[src/rtl/matrix_scan_ctrl.sv]
// 8x8 LED matrix scanner with a point-table frame builder.
// Rebuilt frames are double-buffered and swapped only at a frame boundary.
module matrix_scan_ctrl #(
  parameter int DWELL = 1000
) (
  input  logic       clk,
  input  logic       rst,
  input  logic       pt_wr,
  input  logic [2:0] pt_idx,
  input  logic [2:0] pt_x,
  input  logic [2:0] pt_y,
  input  logic       pt_valid,
  input  logic       frame_req,
  output logic       busy,
  output logic       frame_done,
  output logic [7:0] row_sel,
  output logic [7:0] col_data
);

  typedef enum logic [1:0] {
    IDLE,
    CLR,
    BUILD,
    PEND
  } state_t;

  state_t      state;
  logic [7:0]  pt_v;
  logic [2:0]  pt_xs [8];
  logic [2:0]  pt_ys [8];
  logic [7:0]  shadow [8];
  logic [7:0]  display [8];
  logic [15:0] dwell;
  logic [2:0]  row;
  logic [2:0]  bidx;

  logic       wrap;
  logic       boundary;
  logic       pre_bnd;
  logic       swap;
  logic [2:0] row_nx;

  assign wrap     = dwell == 16'(DWELL - 1);
  assign boundary = wrap && (row == 3'd7);
  assign pre_bnd  = (row == 3'd7) && (dwell == 16'(DWELL - 2));
  assign swap     = (state == PEND) && boundary;
  assign row_nx   = row + 3'd1;

  always_ff @(posedge clk) begin
    if (rst) begin
      pt_v       <= '0;
      dwell      <= '0;
      row        <= '0;
      bidx       <= '0;
      state      <= IDLE;
      row_sel    <= 8'h80;
      col_data   <= 8'h00;
      busy       <= 1'b0;
      frame_done <= 1'b0;
      for (int i = 0; i < 8; i++) begin
        pt_xs[i]   <= '0;
        pt_ys[i]   <= '0;
        shadow[i]  <= '0;
        display[i] <= '0;
      end
    end else begin
      if (pt_wr) begin
        pt_v[pt_idx]  <= pt_valid;
        pt_xs[pt_idx] <= pt_x;
        pt_ys[pt_idx] <= pt_y;
      end

      dwell <= wrap ? 16'd0 : dwell + 16'd1;
      if (wrap) begin
        row     <= row_nx;
        row_sel <= 8'h80 >> row_nx;
        col_data <= swap ? shadow[row_nx] : display[row_nx];
      end

      if (swap) begin
        for (int i = 0; i < 8; i++)
          display[i] <= shadow[i];
      end

      // Pulse lands on the boundary cycle itself, so predict it a cycle early.
      frame_done <= pre_bnd &&
                    ((state == PEND) ||
                     ((state == BUILD) && (bidx == 3'd7)));

      unique case (state)
        IDLE: begin
          if (frame_req) begin
            state <= CLR;
            busy  <= 1'b1;
          end
        end
        CLR: begin
          for (int i = 0; i < 8; i++)
            shadow[i] <= '0;
          bidx  <= '0;
          state <= BUILD;
        end
        BUILD: begin
          if (pt_v[bidx])
            shadow[pt_ys[bidx]] <= shadow[pt_ys[bidx]] |
                                   (8'h80 >> pt_xs[bidx]);
          bidx <= bidx + 3'd1;
          if (bidx == 3'd7)
            state <= PEND;
        end
        PEND: begin
          if (boundary) begin
            state <= IDLE;
            busy  <= 1'b0;
          end
        end
        default: state <= IDLE;
      endcase
    end
  end

endmodule

[config.mk]
export PLATFORM = sky130hd
export DESIGN_NAME = matrix_scan_ctrl
export DESIGN_NICKNAME = d
export VERILOG_FILES = /design/src/rtl/matrix_scan_ctrl.sv
export SDC_FILE = /design/constraint.sdc
export NUM_CORES = 1
export LEC_CHECK = 0
export CAP_MARGIN = 10
export CORE_ASPECT_RATIO = 0.75
export CORE_UTILIZATION = 55
export DETAILED_ROUTE_END_ITERATION = 7
export DONT_BUFFER_PORTS = 1
export PLACE_DENSITY = 0.69
export SYNTH_ARGS = -nofsm -noshare
export SYNTH_HDL_FRONTEND = slang
export SYNTH_SLANG_ARGS = --single-unit
[constraint.sdc]
create_clock -name clk -period 9.5 [get_ports clk]
set_input_delay 0.95 -clock clk [delete_from_list [all_inputs] [get_ports clk]]
set_output_delay 0.95 -clock clk [all_outputs]
set_load 0.01 [all_outputs]
==> images/power_grid.png <==
Scale: 3 px per um. Pins as bars on the die edge. Tap cells in gray.
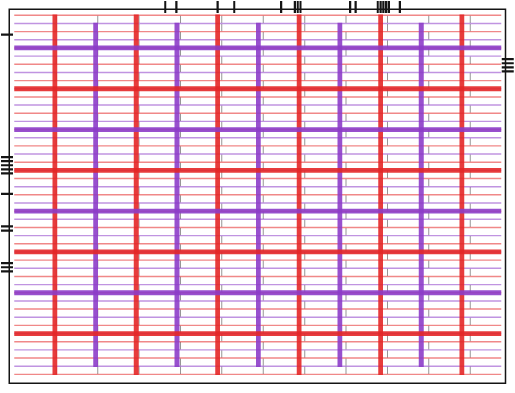
color	net
red	VSS
purple	VDD
met5 straps	8
rows	44
die height: 124 um
Core ar.: 0.0194 mm^2

==> images/placement_by_type.png <==
Scale: 3 px per um. Fill, decap, tap and diode cells in gray.
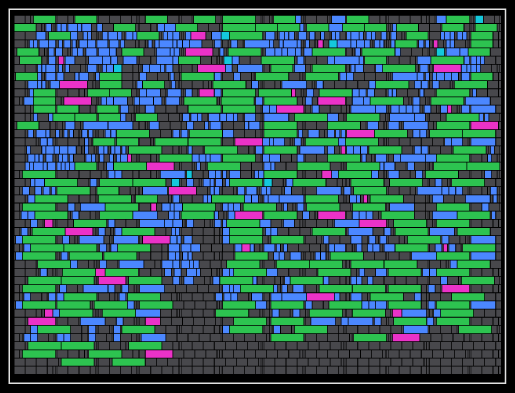
color	class	cells
cyan	remaining buffers and delay cells	9
magenta	clock drivers and dummy loads	42
blue	combinational and other logic	592
green	sequential cells	229

==> results_dict.tcl <==
# implementation run metrics
set metrics [dict create \
    xor_share_pct 1.12 \
    dpl_cell_area_mm2 0.0111 \
    fp_nets 891 \
    rr_endpoint "shadow[6][0]$_SDFFCE_PN0P_" \
    yosys_warnings 0 \
    grt_max_degree 65 \
    ctsHoldBuffers 0 \
    muxShareOfSynthArea_pct 13.3 \
    top_layer_used "met4" \
    setup.worst_path.end_class "flip-flop" \
    use_met2_pct 36.5 \
    cp-endpoint "shadow[6][0]$_SDFFCE_PN0P_" \
    n_antenna_cell 0 \
    dieArea_mm2 0.0205 \
    status "finished, final reports clean" \
    dp.cells 1082 \
    regToRegSetupSlack_ps 5740 \
    path_clk_slew_ps 60 \
    cp-start-kind "flip-flop" \
    syn_inst 863 \
    grt-ovfl-total 0 \
    layout_top_cell "edfxtp_1" \
    cp_top_family "AND-OR/OR-AND gates" \
    cts_sinks 229 \
    yosys_area_mm2 0.0109 \
    io_pins 32 \
    ys_seq_share_pct 58.0 \
    max_cap_viol_count 0 \
    compound_area_share_pct 4.90 \
    netSwitchingFraction_pct 24.9 \
    syn_avg_cell_area_um2 12.7 \
    worst_pin_slew_ps 1150 \
]
==> images/clk_routes.png <==
Scale: 2 px per um.
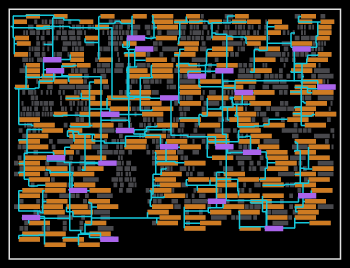
[orange] flip-flops | count: 229
[cyan] clock wires | length: 2590 um
[purple] clock drivers | count: 23
flops lie	spread over the die

[cell type report]
class | count | area, um^2
fill | 1472 | 7590
sequential | 229 | 6350
multi-input combinational | 571 | 4330
clock buffer | 35 | 662
tap | 253 | 317
inverter | 21 | 78.8
timing repair buffer | 9 | 65.1
clock inverter | 7 | 45.0
[worst min-delay path by stage]
stage / endpoint / slack [ps] / depth (start not counted)
after floorplan: dwell[0]$_SDFF_PP0_ / 430 / 1
after global placement: dwell[0]$_SDFF_PP0_ / 440 / 1
after detailed placement: dwell[0]$_SDFF_PP0_ / 450 / 1
after CTS: dwell[0]$_SDFF_PP0_ / 470 / 1
after global routing: state[0]$_SDFFE_PP0P_ / 480 / 1
final: dwell[0]$_SDFF_PP0_ / 470 / 1
